## config.mk

```make
export PLATFORM = sky130hd
export DESIGN_NAME = ram_port_ctrl
export DESIGN_NICKNAME = d
export VERILOG_FILES = /design/src/rtl/ram_port_ctrl.sv
export SDC_FILE = /design/constraint.sdc
export NUM_CORES = 1
export LEC_CHECK = 0
export CORE_ASPECT_RATIO = 0.7
export CORE_MARGIN = 8
export CORE_UTILIZATION = 38
export DETAILED_ROUTE_END_ITERATION = 12
export GPL_TIMING_DRIVEN = 1
export HOLD_SLACK_MARGIN = 0.05
export PLACE_DENSITY_LB_ADDON = 0.2
export SLEW_MARGIN = 10
export SYNTH_ARGS = -nofsm -noshare
export SYNTH_HDL_FRONTEND = slang
export SYNTH_SLANG_ARGS = --single-unit
```

## constraint.sdc

```tcl
create_clock -name clk -period 2.33 [get_ports clk]
set_input_delay 0.466 -clock clk [delete_from_list [all_inputs] [get_ports clk]]
set_output_delay 0.466 -clock clk [all_outputs]
set_load 0.01 [all_outputs]
```

## src/rtl/ram_port_ctrl.sv

```systemverilog
// ram_port_ctrl: request-side controller for a 512x32 single-port RAM.
// Sequences RAM strobes, covers read latency, does RMW for byte stores.
module ram_port_ctrl #(
  parameter int ADDR_W = 9,
  parameter int DATA_W = 32
) (
  input  logic                clk,
  input  logic                rst_n,
  input  logic                req_valid,
  output logic                req_ready,
  input  logic                req_we,
  input  logic [DATA_W/8-1:0] req_be,
  input  logic [31:0]         req_addr,
  input  logic [DATA_W-1:0]   req_wdata,
  output logic                rsp_valid,
  output logic [DATA_W-1:0]   rsp_rdata,
  output logic                rsp_err,
  output logic                ram_read,
  output logic                ram_write,
  output logic [ADDR_W-1:0]   ram_addr,
  output logic [DATA_W-1:0]   ram_wdata,
  input  logic [DATA_W-1:0]   ram_rdata
);

  localparam int BE_W = DATA_W / 8;
  localparam logic [BE_W-1:0] BE_FULL = '1;

  localparam logic [2:0] S_IDLE     = 3'd0;
  localparam logic [2:0] S_RD       = 3'd1;
  localparam logic [2:0] S_RD_WAIT  = 3'd2;
  localparam logic [2:0] S_RMW_RD   = 3'd3;
  localparam logic [2:0] S_RMW_WAIT = 3'd4;
  localparam logic [2:0] S_WR       = 3'd5;

  logic [2:0]        state_q, state_d;
  logic [ADDR_W-1:0] addr_q, addr_d;
  logic [BE_W-1:0]   be_q, be_d;
  logic [DATA_W-1:0] wdata_q, wdata_d;
  logic              rsp_valid_q, rsp_valid_d;
  logic              rsp_err_q, rsp_err_d;
  logic [DATA_W-1:0] rsp_rdata_q, rsp_rdata_d;

  logic              accept;
  logic              addr_err;
  logic [DATA_W-1:0] merged;

  assign accept   = req_valid && (state_q == S_IDLE);
  assign addr_err = (req_addr[1:0] != 2'b00) ||
                    (req_addr[31:ADDR_W+2] != '0);

  always_comb begin
    merged = ram_rdata;
    for (int i = 0; i < BE_W; i++) begin
      if (be_q[i]) merged[8*i +: 8] = wdata_q[8*i +: 8];
    end
  end

  always_comb begin
    state_d     = state_q;
    addr_d      = addr_q;
    be_d        = be_q;
    wdata_d     = wdata_q;
    rsp_valid_d = 1'b0;
    rsp_err_d   = 1'b0;
    rsp_rdata_d = '0;
    unique case (state_q)
      S_IDLE: begin
        if (accept) begin
          addr_d  = req_addr[ADDR_W+1:2];
          be_d    = req_be;
          wdata_d = req_wdata;
          if (addr_err) begin
            rsp_valid_d = 1'b1;
            rsp_err_d   = 1'b1;
          end else if (!req_we) begin
            state_d = S_RD;
          end else if (req_be == BE_FULL) begin
            state_d = S_WR;
          end else if (req_be != '0) begin
            state_d = S_RMW_RD;
          end else begin
            rsp_valid_d = 1'b1;
          end
        end
      end
      S_RD:       state_d = S_RD_WAIT;
      S_RD_WAIT: begin
        state_d     = S_IDLE;
        rsp_valid_d = 1'b1;
        rsp_rdata_d = ram_rdata;
      end
      S_RMW_RD:   state_d = S_RMW_WAIT;
      S_RMW_WAIT: begin
        state_d = S_WR;
        wdata_d = merged;
      end
      S_WR: begin
        state_d     = S_IDLE;
        rsp_valid_d = 1'b1;
      end
      default:    state_d = S_IDLE;
    endcase
  end

  always_ff @(posedge clk) begin
    if (!rst_n) begin
      state_q     <= S_IDLE;
      addr_q      <= '0;
      be_q        <= '0;
      wdata_q     <= '0;
      rsp_valid_q <= 1'b0;
      rsp_err_q   <= 1'b0;
      rsp_rdata_q <= '0;
    end else begin
      state_q     <= state_d;
      addr_q      <= addr_d;
      be_q        <= be_d;
      wdata_q     <= wdata_d;
      rsp_valid_q <= rsp_valid_d;
      rsp_err_q   <= rsp_err_d;
      rsp_rdata_q <= rsp_rdata_d;
    end
  end

  // strobes gated by rst_n so a reset edge never touches the RAM
  assign ram_read  = rst_n &&
                     ((state_q == S_RD) || (state_q == S_RMW_RD));
  assign ram_write = rst_n && (state_q == S_WR);
  assign ram_addr  = addr_q;
  assign ram_wdata = wdata_q;
  assign req_ready = (state_q == S_IDLE);
  assign rsp_valid = rsp_valid_q;
  assign rsp_err   = rsp_err_q;
  assign rsp_rdata = rsp_rdata_q;

endmodule

```

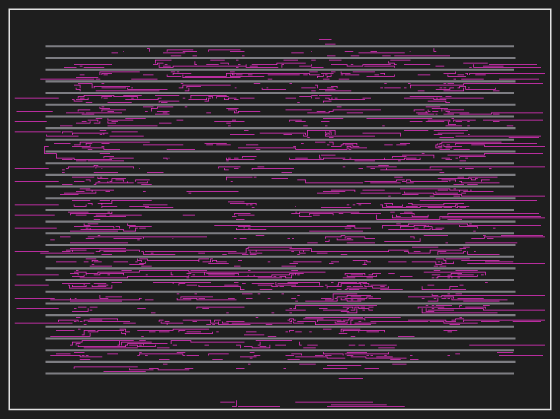
**Above:** signal wires on met1.
Supply wires on this layer in grey.
- wire length on this layer: 4520 um
- nets with wire on the layer: 566
global-route met1 utilization: 19.81%
wire length after detailed routing: 10.59 mm
via count of the routed design: 3115

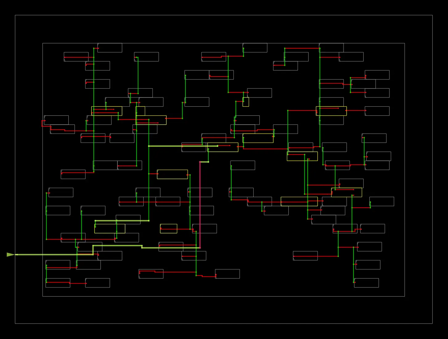
**Above:** clock nets.
clock buffer instance count of the final layout: 10
total CTS buffers: 9

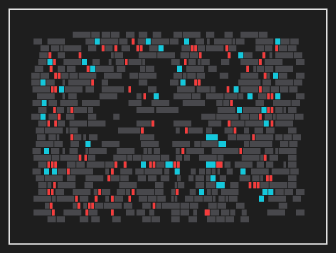
**Above:** selected gate families.
- nand cells: red (cells 94; most used nand2_1; where widely spread)
- and/or cells: cyan (cells 40; most used and2_1)
number of non-filler instances in the completed layout: 637
multi-input combinational area share: 26.07%

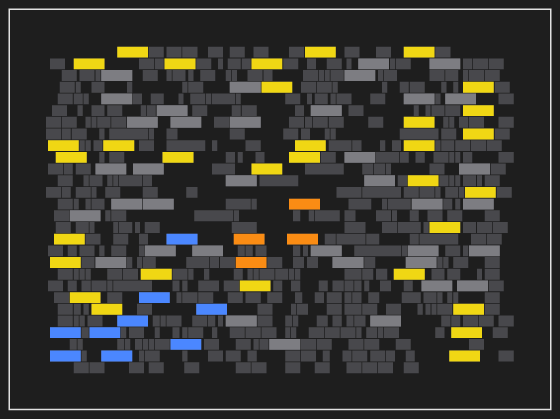
**Above:** register map, names as in the netlist.
Other sequential cells in the stronger grey, the rest of the logic in the fainter grey.
- be_q: orange (sequential cells 4; where middle)
- ram_addr: blue (sequential cells 9; where bottom left)
- rsp_rdata: yellow (sequential cells 32; where widely spread)
area occupied by registers: 1642 um2
fraction of standard cell area that is sequential: 30.48%
end-of-flow core utilization: 64.86%
power in sequential cells: 1.48 mW

==> summary.txt <==
The flow run is done. For the worst min-delay path, the startpoint reported by OpenROAD is ram_addr[2]$_SDFFE_PN0P_. Chip footprint landed at 11660 um2. Number of nets at floorplan landed at between 400 and 500.

For reference, the clock transition at the flip-flops on the worst setup and hold paths is ~60 ps. Final worst-path cycle share landed at 97.20%. Die outline width landed at 125.7 um.

Adding up every negative setup slack in the final design gives 0 ps. Worst voltage drop across the vdd grid landed at 393.6 uV. The worst-case max-slew headroom was logged as between 60% and 70%. Entering global routing, the biggest net connects 29 pins. Sorting the synthesized cells by how often they occur yields sky130_fd_sc_hd__nand2_1, sky130_fd_sc_hd__dfxtp_1, sky130_fd_sc_hd__and2_1, sky130_fd_sc_hd__nor2_1, sky130_fd_sc_hd__a311oi_1. Number of placed instances, taps included landed at ~620. Number of cells in Yosys stat landed at approximately 350. The run finished with clean final reports.

For this design, the CTS-stage hold fixing added 0 buffers. STA puts the critical path data required time at 1860 ps. Setup slack on the worst flop-to-flop path landed at about 220 ps. Number of H-tree levels landed at 3. Insertion delay at the late pin of the worst-skew pair landed at between 300 and 400 ps. The script parses the final routing iteration and logs DRC violations as 0.

Post-synthesis instance area landed at between 3000 and 4000 um2. Data on the critical path arrives at its endpoint at 1800 ps. The synthesized design contains 0 enable-type register cells. The most frequently used library cell after synthesis is sky130_fd_sc_hd__nand2_1. Setup repair after global routing left no endpoint under its margin. Number of buffers added for setup after CTS landed at 0. The stage logs contain a warning count of 26.
-- routing by layer --
metal	global-route usage [%]	vias to the layer above	wire, um
met3	7.745	6	927
met5	0	-	0
met1	19.81	1430	4516
met2	31.51	130	5096
met4	4.743	0	51
li1	-	1549	-
-- flip-flops by register name, indices dropped and copies added, names as in the netlist --
| register | count |
|---|---|
| ram_wdata | 32 |
| be_q | 4 |
| rsp_err | 1 |
| rsp_rdata | 32 |
| ram_addr | 9 |
| state_q | 3 |
| rsp_valid | 1 |
-- where the power goes --
group          total (mW)  internal (mW)  switching, mW
clock                1.36          0.839          0.517
combinational       0.451          0.286          0.165
sequential           1.48           1.46         0.0289
total                3.29           2.58          0.711
-- final cells by class --
class                   count  area, um2
multi-input cells         240       1404
fillers                   698       2918
well taps                 105      131.4
repair buffers            195       1919
flip-flops and latches     82       1642
clock buffers              10      239.0
inverters                   2      7.507
clock inverters             3      42.54
-- cells by family (layout without fill, tap and decap cells) --
kind of cell           after synthesis  after routing  synth area share [%]
AOI/OAI and AO/OA                   57             57                 16.19
buffers and inverters               27            210                 5.358
DFF                                 82             82                 51.31
and+or+nand+nor                    183            183                 27.14
-- how the worst max path moves through the flow --
stage	end	from	cells after the start	slack, ps
final	req_ready	state_q[1]$_SDFFE_PN0P_	3	70
after global routing	req_ready	state_q[1]$_SDFFE_PN0P_	3	0.8
after CTS	ram_read	rst_n	4	2
after detailed placement	ram_read	rst_n	4	10
after global placement	ram_read	rst_n	4	30
after floorplan	ram_read	rst_n	4	550
-- critical path: stages (launching register included) --
cell                              delay (ps)
sky130_fd_sc_hd__dfxtp_1                 400
sky130_fd_sc_hd__or3_4                   450
sky130_fd_sc_hd__inv_1                    80
sky130_fd_sc_hd__clkdlybuf4s50_1         540
Power is estimated from default activity; no workload was simulated.
